### config.mk
export PLATFORM = sky130hd
export DESIGN_NAME = pcs_tx_encoder
export DESIGN_NICKNAME = d
export VERILOG_FILES = /design/src/rtl/pcs_tx_encoder.sv
export SDC_FILE = /design/constraint.sdc
export NUM_CORES = 1
export LEC_CHECK = 0
export CAP_MARGIN = 20
export CORE_ASPECT_RATIO = 0.8
export CORE_MARGIN = 5
export CORE_UTILIZATION = 45
export DETAILED_ROUTE_END_ITERATION = 7
export GPL_TIMING_DRIVEN = 0
export PLACE_DENSITY = 0.79
export SETUP_SLACK_MARGIN = 0.3
export SLEW_MARGIN = 20
export SYNTH_ARGS = -nofsm -noshare
export SYNTH_HDL_FRONTEND = slang
export SYNTH_SLANG_ARGS = --single-unit
### constraint.sdc
create_clock -name i_clk -period 6.55 [get_ports i_clk]
set_clock_uncertainty 0.2 [all_clocks]
set_input_delay 1.6375 -clock i_clk [delete_from_list [all_inputs] [get_ports i_clk]]
set_output_delay 1.6375 -clock i_clk [all_outputs]
set_load 0.01 [all_outputs]
### src/rtl/pcs_tx_encoder.sv
// rtl/pcs_tx_encoder.sv - XGMII to 64b/66b transmit block encoder with framing state machine
module pcs_tx_encoder #(
  parameter int N_CHANNELS = 8,
  parameter int W_BYTE     = 8
) (
  input  logic                                 i_clk,
  input  logic                                 i_reset,
  input  logic                                 i_clk_en,
  input  logic [N_CHANNELS-1:0]                i_xgmii_ctrl,
  input  logic [N_CHANNELS-1:0][W_BYTE-1:0]    i_xgmii_data,
  output logic                                 o_valid,
  output logic [1:0]                           o_header,
  output logic [63:0]                          o_block,
  output logic [15:0]                          o_err_cnt
);

  // Type 0x1E with all eight 7-bit codes set to the error code 7'h1E.
  localparam logic [63:0] E_BLOCK = 64'h3C78_F1E3_C78F_1E1E;
  localparam logic [63:0] C_IDLE  = 64'h0000_0000_0000_001E;

  typedef enum logic [2:0] {ST_INIT, ST_C, ST_D, ST_T, ST_E} state_t;

  state_t      state;
  logic        is_d, is_s, is_t, is_c, t_match, legal;
  logic [2:0]  t_k;
  logic [63:0] c_block, t_block, word_block;
  logic [1:0]  word_header;

  function automatic logic [7:0] t_type(input logic [2:0] k);
    case (k)
      3'd0:    return 8'h87;
      3'd1:    return 8'h99;
      3'd2:    return 8'hAA;
      3'd3:    return 8'hB4;
      3'd4:    return 8'hCC;
      3'd5:    return 8'hD2;
      3'd6:    return 8'hE1;
      default: return 8'hFF;
    endcase
  endfunction

  // Classify the incoming word and build the block each legal class would produce.
  always_comb begin
    is_d    = (i_xgmii_ctrl == '0);
    is_s    = (i_xgmii_ctrl == N_CHANNELS'(1)) && (i_xgmii_data[0] == 8'hFB);
    is_c    = &i_xgmii_ctrl;
    c_block = C_IDLE;
    for (int j = 0; j < N_CHANNELS; j++) begin
      if (i_xgmii_data[j] != 8'h07 && i_xgmii_data[j] != 8'hFE) is_c = 1'b0;
      c_block[8+7*j +: 7] = (i_xgmii_data[j] == 8'hFE) ? 7'h1E : 7'h00;
    end

    // A terminate in lane k needs data before it and idles after it.
    is_t    = 1'b0;
    t_k     = 3'd0;
    t_match = 1'b0;
    for (int k = 0; k < N_CHANNELS; k++) begin
      t_match = 1'b1;
      for (int j = 0; j < N_CHANNELS; j++) begin
        if (j < k) begin
          if (i_xgmii_ctrl[j]) t_match = 1'b0;
        end else if (j == k) begin
          if (!i_xgmii_ctrl[j] || i_xgmii_data[j] != 8'hFD) t_match = 1'b0;
        end else begin
          if (!i_xgmii_ctrl[j] || i_xgmii_data[j] != 8'h07) t_match = 1'b0;
        end
      end
      if (t_match) begin
        is_t = 1'b1;
        t_k  = 3'(k);
      end
    end

    t_block = {56'h0, t_type(t_k)};
    for (int j = 0; j < N_CHANNELS - 1; j++) begin
      if (j < int'(t_k)) t_block[8*(j+1) +: 8] = i_xgmii_data[j];
    end

    word_header = 2'b10;
    word_block  = c_block;
    if (is_s) begin
      word_block = {i_xgmii_data[N_CHANNELS-1:1], 8'h78};
    end else if (is_t) begin
      word_block = t_block;
    end else if (is_d) begin
      word_header = 2'b01;
      word_block  = i_xgmii_data;
    end
  end

  // Which word classes the current framing state accepts; everything else becomes an E block.
  always_comb begin
    case (state)
      ST_D:    legal = is_d | is_t;
      ST_E:    legal = is_s | is_t | is_d | is_c;
      default: legal = is_s | is_c;
    endcase
  end

  // Framing state machine with registered block outputs and saturating error counter.
  always_ff @(posedge i_clk) begin
    if (i_reset) begin
      state     <= ST_INIT;
      o_valid   <= 1'b0;
      o_header  <= 2'b10;
      o_block   <= C_IDLE;
      o_err_cnt <= 16'h0000;
    end else if (i_clk_en) begin
      o_valid <= 1'b1;
      if (legal) begin
        o_header <= word_header;
        o_block  <= word_block;
        if (is_s || is_d)  state <= ST_D;
        else if (is_t)     state <= ST_T;
        else               state <= ST_C;
      end else begin
        o_header <= 2'b10;
        o_block  <= E_BLOCK;
        state    <= ST_E;
        if (o_err_cnt != 16'hFFFF) o_err_cnt <= o_err_cnt + 16'd1;
      end
    end else begin
      o_valid <= 1'b0;
    end
  end

endmodule

**Run 1: a small window of the routed layout**

Window x 86 to 111, y 14 to 39 um. Cells in gray, sequential cells in the stronger gray; small squares are vias.
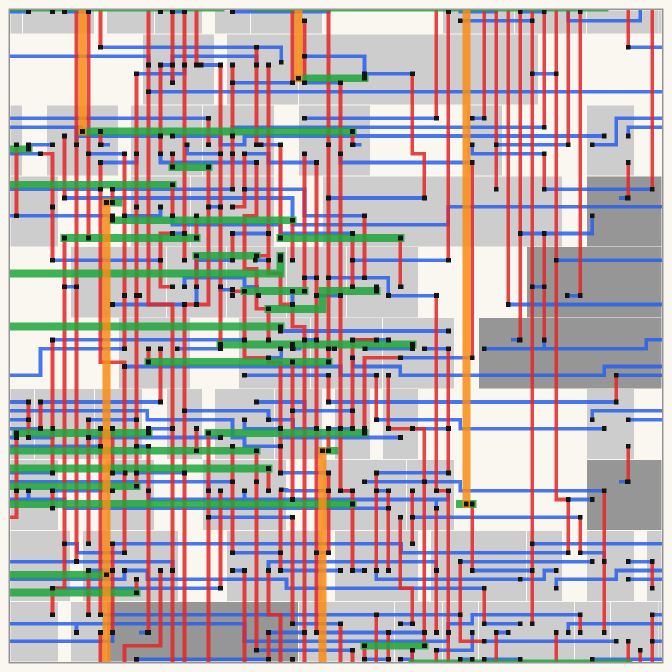
color	layer
blue	M1
red	M2
green	M3
orange	M4
cells with their middle in the window	52
most frequent	a22oi_1 (10), nand2_1 (7), clkdlybuf4s50_1 (5)
sequential cells in the window	3
netlist names of flops here include	o_block (3)

**Run 1: routed metal, one color a layer**

Only two layers are drawn.
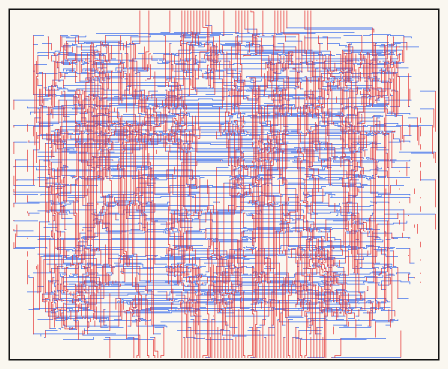
color	layer	wire length
blue	M1	10300 um
red	M2	10500 um
total routing resource utilization after global routing: 34.3%
total detailed-routing wirelength: 24.8 mm
post-detailed-route wirelength per cell: 25.0 um
DR vias: 6601

==> results.json, run 1 <==
{
  "final_antenna_net_count": 0,
  "n_all_inverters": 7,
  "p_switching_mw": 0.371,
  "worstSetupPathDepth": 11,
  "reg2reg_depth": 9,
  "worstSetupStartpoint": "i_xgmii_ctrl[1]",
  "multi_input_gates": 535,
  "hold_worst_slack_ns": 0.256,
  "number_of_clock_buffers_in_the_layout": 9,
  "openroad.warnings": 30,
  "powerComb_mw": 0.208,
  "power_sequential_mw": 0.551,
  "post-route-min-period_ns": 5.42,
  "post_layout_period_usage_pct": 82.7,
  "critPathMaxFanout": 10,
  "layout_top_cell_excl_fill_tap": "sky130_fd_sc_hd__clkdlybuf4s50_1",
  "numCtsBuffers": 9,
  "synth_chip_area_um2": 5290,
  "synth_top_cell_by_area": "sky130_fd_sc_hd__dfxtp_1",
  "r2r-end": "o_err_cnt[1]",
  "cp_top_family": "simple AND/OR/NAND/NOR gates",
  "fin_cells": 989,
  "std_cell_rows": 35,
  "count_of_mapped_cells_out_of_synthesis": 668,
  "grt_start_max_net_pins": 17,
  "sink_of_the_worst_hold_path": "o_block[49]",
  "timing.fmax_ghz": 0.185,
  "syn_to_final_growth_pct": 38.8,
  "synth-async-reset-ratio_pct": 0,
  "result_of_the_run": "finished, final reports clean",
  "cp.arrival_ns": 5.48,
  "r2r_setup_slack_ns": 3.63,
  "fillers": 981,
  "syn_area_um2": 5290,
  "io-pin-count": 158,
  "preCtsSetupSlack_ns": 0.830,
  "cpPeakStageDelay_ns": 0.74,
  "final-comb-area_um2": 3360,
  "grt_overflow": 0
}
**Run 1: M4 wires**

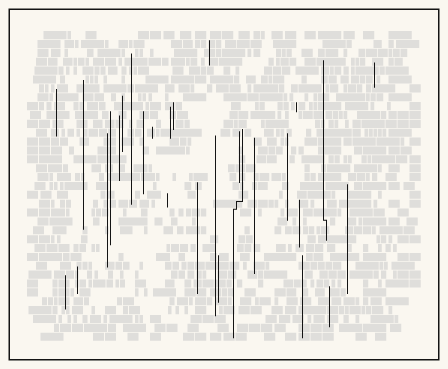
share of all routed wire	2.9%
main direction	vertical
wire length on this layer	705 um

**Run 1: routing congestion**

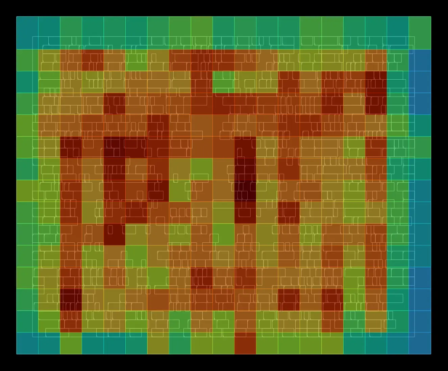
GR met2 Demand/Resource: 51.0%
Post-Route Utilization: 63.8%
GR Util met3: 9.76%

[run 1: Yosys cell counts (5+ instances only)]
cell type,n
sky130_fd_sc_hd__nand2b_1,5
sky130_fd_sc_hd__inv_1,5
sky130_fd_sc_hd__or4_1,7
sky130_fd_sc_hd__a22o_1,10
sky130_fd_sc_hd__a311o_1,13
sky130_fd_sc_hd__nor3_1,16
sky130_fd_sc_hd__nor2b_1,9
sky130_fd_sc_hd__a32o_1,5
sky130_fd_sc_hd__clkbuf_1,28
sky130_fd_sc_hd__nand4_1,21
sky130_fd_sc_hd__a22oi_1,20
sky130_fd_sc_hd__o21a_1,6
sky130_fd_sc_hd__a31oi_1,7
sky130_fd_sc_hd__nand2_1,94
sky130_fd_sc_hd__a211oi_1,14
sky130_fd_sc_hd__and4_1,12
sky130_fd_sc_hd__and3_1,7
sky130_fd_sc_hd__a311oi_1,7
sky130_fd_sc_hd__ha_1,6
sky130_fd_sc_hd__and2_1,7
sky130_fd_sc_hd__or3_1,8
sky130_fd_sc_hd__dfxtp_1,86
sky130_fd_sc_hd__nor4_1,10
sky130_fd_sc_hd__a21oi_1,51
sky130_fd_sc_hd__a2bb2oi_1,5
sky130_fd_sc_hd__nor2_1,64
sky130_fd_sc_hd__nand3_1,16
sky130_fd_sc_hd__o21ai_0,33
[run 1: layer usage]
metal,vias up,GRT usage (%),part of all wire [%]
met5,-,0,0
met4,0,12.2,2.8
met3,68,9.76,13
met2,495,51.0,42
met1,3143,47.3,42
li1,2895,-,-
[run 1: cell families (layout without fill, tap and decap cells)]
group                    after synthesis  after routing
flip-flops                            86             86
XOR/XNOR                               3              3
adder cells (fa/ha/maj)                6              6
AND/OR/NAND/NOR                      303            303
other                                  0              1
multiplexers                           6              6
AND-OR/OR-AND                        217            217
buffers and inverters                 47            219
==> run 2, diff against run 1 <==
--- a/config.mk
+++ b/config.mk
@@ -8,7 +8,7 @@
 export CAP_MARGIN = 20
 export CORE_ASPECT_RATIO = 0.8
 export CORE_MARGIN = 5
-export CORE_UTILIZATION = 45
+export CORE_UTILIZATION = 43
 export DETAILED_ROUTE_END_ITERATION = 7
 export GPL_TIMING_DRIVEN = 0
 export PLACE_DENSITY = 0.79
==> constraint.sdc (replaced) <==
create_clock -name i_clk -period 4.7 [get_ports i_clk]
set_clock_uncertainty 0.2 [all_clocks]
set_input_delay 1.175 -clock i_clk [delete_from_list [all_inputs] [get_ports i_clk]]
set_output_delay 1.175 -clock i_clk [all_outputs]
set_load 0.01 [all_outputs]
**Run 2: a small window of the routed layout**

Window x 88 to 113, y 15 to 40 um. Cells in gray, sequential cells in the stronger gray; small squares are vias.
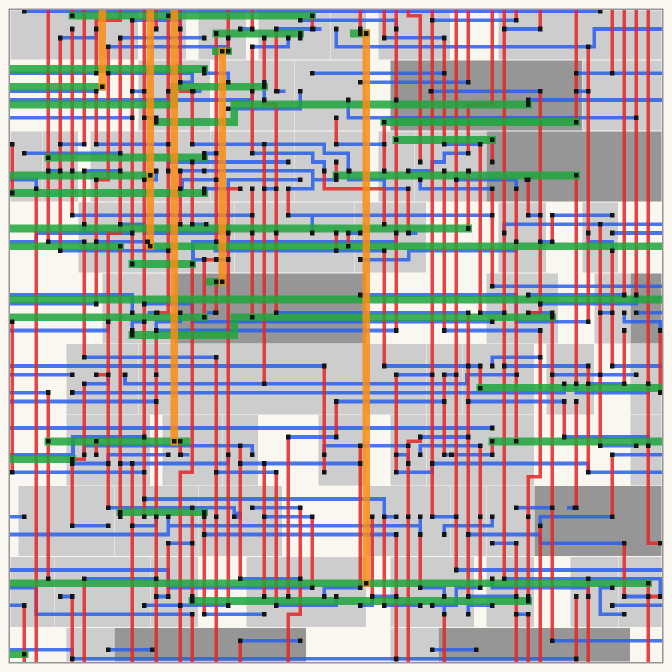
color	layer
orange	M4
blue	M1
green	M3
red	M2
most frequent	a22oi_1 (9), nand2_1 (8), o21ai_0 (5)
netlist names of flops here include	o_block (4)
sequential cells in the window	4
cells with their middle in the window	56

**Run 2: routed metal, one color a layer**

Only two layers are drawn.
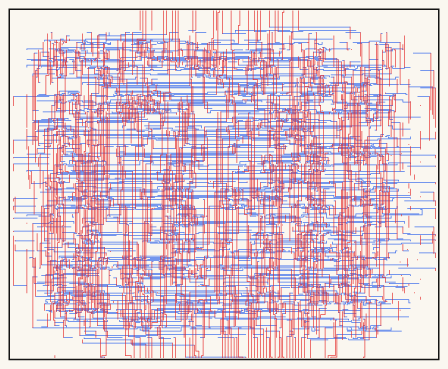
color	layer	wire length
red	M2	10600 um
blue	M1	11000 um
total routing resource utilization after global routing: 33.5%
post-detailed-route wirelength per cell: 25.1 um
total detailed-routing wirelength: 25.2 mm
DR vias: 6544

==> run 2 against run 1 <==
Hold slack got worse by 0.0024 ns; sequential power up about 40%; core utilization down 0.90 points; global-route usage shrank 0.81 points; worst setup slack worse by 0.79 ns; power rose by 38%; count of clock-buffer cells in the layout is the same; critical path depth rose by 1; via count down 0.86%; register-to-register slack worse by 1.8 ns; critical endpoint is now o_block[11]; highest routed layer unchanged.
==> results.json, run 2 <==
{
  "count_of_mapped_cells_out_of_synthesis": 668,
  "cp.arrival_ns": 4.37,
  "result_of_the_run": "finished, final reports clean",
  "layout_top_cell_excl_fill_tap": "sky130_fd_sc_hd__clkdlybuf4s50_1",
  "sink_of_the_worst_hold_path": "o_block[48]",
  "synth-async-reset-ratio_pct": 0,
  "final_antenna_net_count": 0,
  "final-comb-area_um2": 3520,
  "grt_start_max_net_pins": 16,
  "mostFrequentLayoutCells": "153 x sky130_fd_sc_hd__clkdlybuf4s50_1, 94 x sky130_fd_sc_hd__nand2_1, 86 x sky130_fd_sc_hd__dfxtp_1, 63 x sky130_fd_sc_hd__nor2_1, 50 x sky130_fd_sc_hd__a21oi_1",
  "std_cell_rows": 36,
  "worstSetupStartpoint": "i_xgmii_data[12]",
  "openroad.warnings": 31,
  "syn_to_final_growth_pct": 43.9,
  "r2r_setup_slack_ns": 1.83,
  "number_of_clock_buffers_in_the_layout": 9,
  "post_route_utilization_pct": 62.9,
  "reg2reg_depth": 9,
  "numCtsBuffers": 9,
  "syn_area_um2": 5290,
  "p_switching_mw": 0.498,
  "preCtsSetupSlack_ns": -0.572,
  "fin_cells": 1002,
  "synth_chip_area_um2": 5290,
  "post_layout_period_usage_pct": 92.7,
  "synth_top_cell_by_area": "sky130_fd_sc_hd__dfxtp_1",
  "dp_cells": 976,
  "timing.fmax_ghz": 0.229,
  "fillers": 1039,
  "synth.top_cells.by_count": "94 x sky130_fd_sc_hd__nand2_1, 86 x sky130_fd_sc_hd__dfxtp_1, 64 x sky130_fd_sc_hd__nor2_1",
  "grt_pass1_vias": 6242,
  "hold_worst_slack_ns": 0.253,
  "grt_overflow": 0,
  "critPathLaunchType": "input pin",
  "post-route-min-period_ns": 4.36,
  "n_all_inverters": 7,
  "critPathMaxFanout": 10,
  "multi_input_gates": 535
}
**Run 2: floorplan with the power grid**

The bar under the picture is 50 um long. Pins as bars on the die edge. Tap cells in gray.
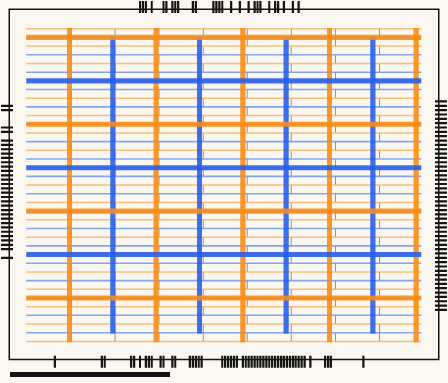
color	net
blue	VDD
orange	VSS
met1 rails	37
signal pins	158
peak supply drop: 173 uV
horizontal die size: 134 um

==> run 2: cell counts after synthesis <==
No cell type changed its count.
==> run 2: timing repair <==
item                                    in CTS  in global routing
endpoints found under the setup margin      60                 71
gates cloned                                 0                  0
hold buffers                                 0                  0
endpoints found under the hold margin        0                  0
resized                                     12                 23
pin swaps                                    3                  5
setup buffers                                5                  6
==> run 2: routing by layer <==
layer / global-route usage [%] / share of wire, % / up-vias
met5: 0 / 0 / -
met4: 10.2 / 2.0 / 0
met3: 7.38 / 12 / 38
met2: 50.2 / 42 / 471
met1: 48.1 / 44 / 3116
li1: - / - / 2919
==> run 2: stage by stage <==
step	area [um^2]	total power, mW
4_1_cts	7440	1.80
5_1_grt	7620	1.84
3_5_place_dp	7040	1.07
6_report	7620	1.80
2_1_floorplan	5290	0.880
3_3_place_gp	7040	1.06
==> run 2: worst max-delay path: stages <==
cell and delay [ns]:
sky130_fd_sc_hd__clkdlybuf4s50_1 0.59, sky130_fd_sc_hd__or4_1 0.63, sky130_fd_sc_hd__nor4bb_2 0.39, sky130_fd_sc_hd__a211oi_2 0.16, sky130_fd_sc_hd__a221oi_4 0.29, sky130_fd_sc_hd__buf_12 0.17, sky130_fd_sc_hd__o31ai_4 0.10, sky130_fd_sc_hd__nand3_2 0.15
sky130_fd_sc_hd__buf_6 0.19, sky130_fd_sc_hd__buf_4 0.21, sky130_fd_sc_hd__a311o_1 0.20, sky130_fd_sc_hd__o21ai_0 0.08
==> run 2: power by group through the flow <==
stage | clock, mW | sequential (mW) | combinational, mW
after floorplan | 0 | 0.794 | 0.0857
after global placement | 0 | 0.783 | 0.282
after detailed placement | 0 | 0.785 | 0.286
after CTS | 0.738 | 0.769 | 0.289
after global routing | 0.760 | 0.772 | 0.312
final | 0.735 | 0.769 | 0.299
Power is estimated from default activity; no workload was simulated.
